**config.mk**
```make
export PLATFORM = sky130hd
export DESIGN_NAME = mult32_seq_ctrl_flat
export DESIGN_NICKNAME = d
export VERILOG_FILES = /design/src/rtl/mult32_seq_ctrl_if.sv /design/src/rtl/mult32_seq_ctrl.sv /design/src/flat_wrapper.sv
export SDC_FILE = /design/constraint.sdc
export NUM_CORES = 1
export LEC_CHECK = 0
export ABC_AREA = 0
export CORE_MARGIN = 8
export CORE_UTILIZATION = 50
export CTS_CLUSTER_DIAMETER = 30
export DETAILED_ROUTE_END_ITERATION = 7
export PLACE_DENSITY_LB_ADDON = 0.3
export REMOVE_ABC_BUFFERS = 1
export SYNTH_ARGS = -nofsm -noshare
export SYNTH_HDL_FRONTEND = slang
export SYNTH_SLANG_ARGS = --single-unit
```
**constraint.sdc**
```tcl
create_clock -name CLK -period 12.05 [get_ports CLK]
set_input_delay 1.205 -clock CLK [delete_from_list [all_inputs] [get_ports CLK]]
set_output_delay 1.205 -clock CLK [all_outputs]
set_load 0.02 [all_outputs]
```
**src/rtl/mult32_seq_ctrl_if.sv**
```systemverilog
// -----------------------------------------------------------------------------
// mult32_seq_ctrl_if
// Handshake and operand/result bundle between the CPU control unit and the
// iterative multiplier.
//   START  : request, sampled by the multiplier only while idle
//   SIGNED : 1 = two's-complement operands, 0 = unsigned
//   A, B   : multiplicand / multiplier, captured together with START
//   BUSY   : multiplier is preparing, iterating or fixing up the sign
//   DONE   : one-cycle completion pulse
//   HI, LO : upper / lower word of the 2*WIDTH-bit product
// master = control unit side, slave = multiplier side.
// -----------------------------------------------------------------------------
interface mult32_seq_ctrl_if #(
    parameter int WIDTH = 32
);
    logic             START;
    logic             SIGNED;
    logic [WIDTH-1:0] A;
    logic [WIDTH-1:0] B;
    logic             BUSY;
    logic             DONE;
    logic [WIDTH-1:0] HI;
    logic [WIDTH-1:0] LO;

    modport master (
        output START, SIGNED, A, B,
        input  BUSY, DONE, HI, LO
    );

    modport slave (
        input  START, SIGNED, A, B,
        output BUSY, DONE, HI, LO
    );
endinterface

```
**src/rtl/mult32_seq_ctrl.sv**
```systemverilog
// -----------------------------------------------------------------------------
// mult32_seq_ctrl
// Iterative shift-add multiplier for MULT/MULTU-style instructions. One adder
// pass per cycle over a {HI,LO} product register pair; signed operands are
// converted to magnitudes before the loop and the product is negated after it.
//
// Ports:
//   CLK   : clock, all state changes on the rising edge
//   RESET : asynchronous active-high reset, clears every register
//   bus   : slave side of mult32_seq_ctrl_if (START/SIGNED/A/B in,
//           BUSY/DONE/HI/LO out)
//
// Sequence: IDLE -> PREP (1) -> RUN (WIDTH) -> FIX (1) -> DONE (1) -> IDLE.
// HI/LO are only written in FIX, so partial products are never visible.
// -----------------------------------------------------------------------------
module mult32_seq_ctrl #(
    parameter int WIDTH = 32
) (
    input  logic             CLK,
    input  logic             RESET,
    mult32_seq_ctrl_if.slave bus
);

    localparam int CNT_W = $clog2(WIDTH + 1);

    typedef enum logic [2:0] {
        S_IDLE,
        S_PREP,
        S_RUN,
        S_FIX,
        S_DONE
    } state_t;

    state_t             r_state;
    state_t             w_next;

    logic [WIDTH-1:0]   r_a;
    logic [WIDTH-1:0]   r_b;
    logic               r_signed;
    logic               r_neg;
    logic [WIDTH-1:0]   r_mcand;
    logic [2*WIDTH-1:0] r_prod;
    logic [CNT_W-1:0]   r_cnt;
    logic [WIDTH-1:0]   r_hi;
    logic [WIDTH-1:0]   r_lo;

    logic [WIDTH-1:0]   w_a_mag;
    logic [WIDTH-1:0]   w_b_mag;
    logic [WIDTH:0]     w_sum;
    logic [2*WIDTH-1:0] w_prod_shift;
    logic [2*WIDTH-1:0] w_prod_fix;
    logic               w_busy;
    logic               w_done;

    // Two's complement of an operand word.
    function automatic logic [WIDTH-1:0] f_neg_w(input logic [WIDTH-1:0] v);
        return ~v + WIDTH'(1);
    endfunction

    // Two's complement of the full product, modulo 2^(2*WIDTH).
    function automatic logic [2*WIDTH-1:0] f_neg_p(input logic [2*WIDTH-1:0] v);
        return ~v + (2*WIDTH)'(1);
    endfunction

    // Magnitude of an operand. The most-negative value maps onto itself,
    // which read as unsigned is exactly 2^(WIDTH-1), so no overflow case exists.
    function automatic logic [WIDTH-1:0] f_mag(input logic [WIDTH-1:0] v,
                                               input logic               is_signed);
        logic signed [WIDTH-1:0] sv;
        sv = $signed(v);
        if (is_signed && (sv < 0)) begin
            return f_neg_w(v);
        end
        return v;
    endfunction

    // ---------------------------------------------------------------------
    // Datapath combinational terms
    // ---------------------------------------------------------------------
    assign w_a_mag = f_mag(r_a, r_signed);
    assign w_b_mag = f_mag(r_b, r_signed);

    // Conditional add into the upper half keeps the carry so the shift that
    // follows brings it back into the product MSB.
    assign w_sum        = {1'b0, r_prod[2*WIDTH-1:WIDTH]}
                        + (r_prod[0] ? {1'b0, r_mcand} : {(WIDTH+1){1'b0}});
    assign w_prod_shift = {w_sum, r_prod[WIDTH-1:1]};
    assign w_prod_fix   = r_neg ? f_neg_p(r_prod) : r_prod;

    // ---------------------------------------------------------------------
    // State register
    // ---------------------------------------------------------------------
    always_ff @(posedge CLK or posedge RESET) begin
        if (RESET) begin
            r_state <= S_IDLE;
        end else begin
            r_state <= w_next;
        end
    end

    // ---------------------------------------------------------------------
    // Next-state and handshake outputs
    // ---------------------------------------------------------------------
    always_comb begin
        w_next = r_state;
        w_busy = 1'b0;
        w_done = 1'b0;
        case (r_state)
            S_IDLE: begin
                if (bus.START) begin
                    w_next = S_PREP;
                end
            end
            S_PREP: begin
                w_busy = 1'b1;
                w_next = S_RUN;
            end
            S_RUN: begin
                w_busy = 1'b1;
                if (r_cnt == CNT_W'(1)) begin
                    w_next = S_FIX;
                end
            end
            S_FIX: begin
                w_busy = 1'b1;
                w_next = S_DONE;
            end
            S_DONE: begin
                w_done = 1'b1;
                w_next = S_IDLE;
            end
            default: begin
                w_next = S_IDLE;
            end
        endcase
    end

    // ---------------------------------------------------------------------
    // Operand capture, iteration and result registers
    // ---------------------------------------------------------------------
    always_ff @(posedge CLK or posedge RESET) begin
        if (RESET) begin
            r_a      <= '0;
            r_b      <= '0;
            r_signed <= 1'b0;
            r_neg    <= 1'b0;
            r_mcand  <= '0;
            r_prod   <= '0;
            r_cnt    <= '0;
            r_hi     <= '0;
            r_lo     <= '0;
        end else begin
            case (r_state)
                S_IDLE: begin
                    if (bus.START) begin
                        r_a      <= bus.A;
                        r_b      <= bus.B;
                        r_signed <= bus.SIGNED;
                    end
                end
                S_PREP: begin
                    r_mcand <= w_a_mag;
                    r_prod  <= {{WIDTH{1'b0}}, w_b_mag};
                    r_neg   <= r_signed & (r_a[WIDTH-1] ^ r_b[WIDTH-1]);
                    r_cnt   <= CNT_W'(WIDTH);
                end
                S_RUN: begin
                    r_prod <= w_prod_shift;
                    r_cnt  <= r_cnt - CNT_W'(1);
                end
                S_FIX: begin
                    r_hi <= w_prod_fix[2*WIDTH-1:WIDTH];
                    r_lo <= w_prod_fix[WIDTH-1:0];
                end
                default: begin
                end
            endcase
        end
    end

    assign bus.BUSY = w_busy;
    assign bus.DONE = w_done;
    assign bus.HI   = r_hi;
    assign bus.LO   = r_lo;

endmodule

```
**src/flat_wrapper.sv**
```systemverilog
// flat-port wrapper written by rule: the top's interface ports become plain ports
module mult32_seq_ctrl_flat 
#(
    parameter int WIDTH = 32
)
  (CLK, RESET, bus_START, bus_SIGNED, bus_A, bus_B, bus_BUSY, bus_DONE, bus_HI, bus_LO);
  mult32_seq_ctrl_if #(.WIDTH(WIDTH)) bus_i ();
  input  logic CLK;
  input  logic RESET;
  input wire logic [$bits(bus_i.START)-1:0] bus_START;
  input wire logic [$bits(bus_i.SIGNED)-1:0] bus_SIGNED;
  input wire logic [$bits(bus_i.A)-1:0] bus_A;
  input wire logic [$bits(bus_i.B)-1:0] bus_B;
  output wire logic [$bits(bus_i.BUSY)-1:0] bus_BUSY;
  output wire logic [$bits(bus_i.DONE)-1:0] bus_DONE;
  output wire logic [$bits(bus_i.HI)-1:0] bus_HI;
  output wire logic [$bits(bus_i.LO)-1:0] bus_LO;
  assign bus_i.START = bus_START;
  assign bus_i.SIGNED = bus_SIGNED;
  assign bus_i.A = bus_A;
  assign bus_i.B = bus_B;
  assign bus_BUSY = bus_i.BUSY;
  assign bus_DONE = bus_i.DONE;
  assign bus_HI = bus_i.HI;
  assign bus_LO = bus_i.LO;
  mult32_seq_ctrl #(.WIDTH(WIDTH)) u_core (.CLK(CLK), .RESET(RESET), .bus(bus_i));
endmodule
```
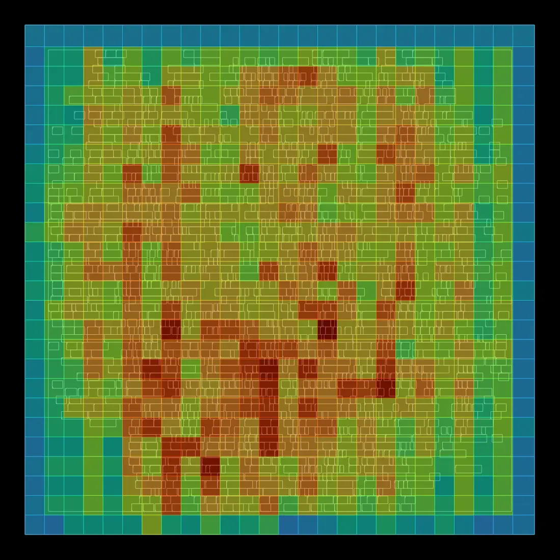
Fig. 1. Routing congestion.
fraction of met1 tracks used by global routing: 0.309
met2 Track Usage GR: 0.293
all-layer global routing usage: 0.208
core utilization of the finished layout: 0.624
met3 track demand over resource in global routing: 0.0502

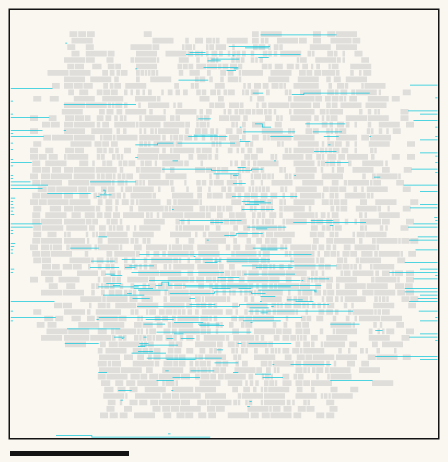
Fig. 2. Met3 routing.
The bar under the picture is 50 µm long.
main direction: horizontal
share of all routed wire: 7.7%
Post-Route WL: 34.2 mm
Via Count: 11,248

==> flip-flops by register name (all words and copies together), names as in the netlist <==
signal and cells:
u_core.r_prod 64, u_core.r_cnt 6, u_core.r_a 32, u_core.r_state 3
u_core.r_mcand 32, u_core.bus.LO 32, u_core.bus.HI 32, u_core.r_b 32
u_core.r_neg 1, u_core.r_signed 1
==> worst reg2reg max path, delay by kind of cell (launching register included) <==
kind                     cells  cell delay [ns]
AND-OR/OR-AND                6             1.55
adder cells (fa/ha/maj)      2             0.60
buffers and inverters        1             0.06
flip-flops                   1             0.91
AND/OR/NAND/NOR              3             0.60
==> flow_metrics.py <==
# Generated from Yosys and OpenROAD reports
metrics = {
    "run_status": {
        "run_status": "finished, final reports clean",
    },
    "placed_design": {
        "dp_slack_ns": 8.13,
        "gp_congestion": 0.881,
    },
    "power": {
        "power.switching_fraction": 0.409,
        "total_power_density_per_cell_area_mw_per_mm2": 294,
    },
    "sta": {
        "rsz_0062_raised_after_global_routing": "false",
        "min_period_over_period": 0.329,
    },
    "logic_synthesis": {
        "synth-main-ff-cell": "sky130_fd_sc_hd__dfrtp_1",
    },
    "worst_setup_path": {
        "reg2reg_to": "u_core.r_prod[61]",
        "critPathKind": "reg -> out",
        "timing.critical_path.required_ns": 10.85,
        "critical_path_peak_fanout": 25,
        "setup.reg_to_reg.worst_slack_ns": 8.21,
    },
    "flow_run": {
        "max-cap-violations": 0,
    },
    "final_layout": {
        "seq_share": 0.352,
    },
    "die": {
        "num_io_pins": 134,
        "die_area_mm2": 0.0325,
    },
    "cts": {
        "clock-root-buffer": "sky130_fd_sc_hd__clkbuf_16",
        "clk-insertion-delay-late_ns": 0.54,
    },
    "detailed_routing": {
        "length_of_routed_wiring_on_met1_mm": 16.7,
    },
}
Power and IR drop assume default switching activity.
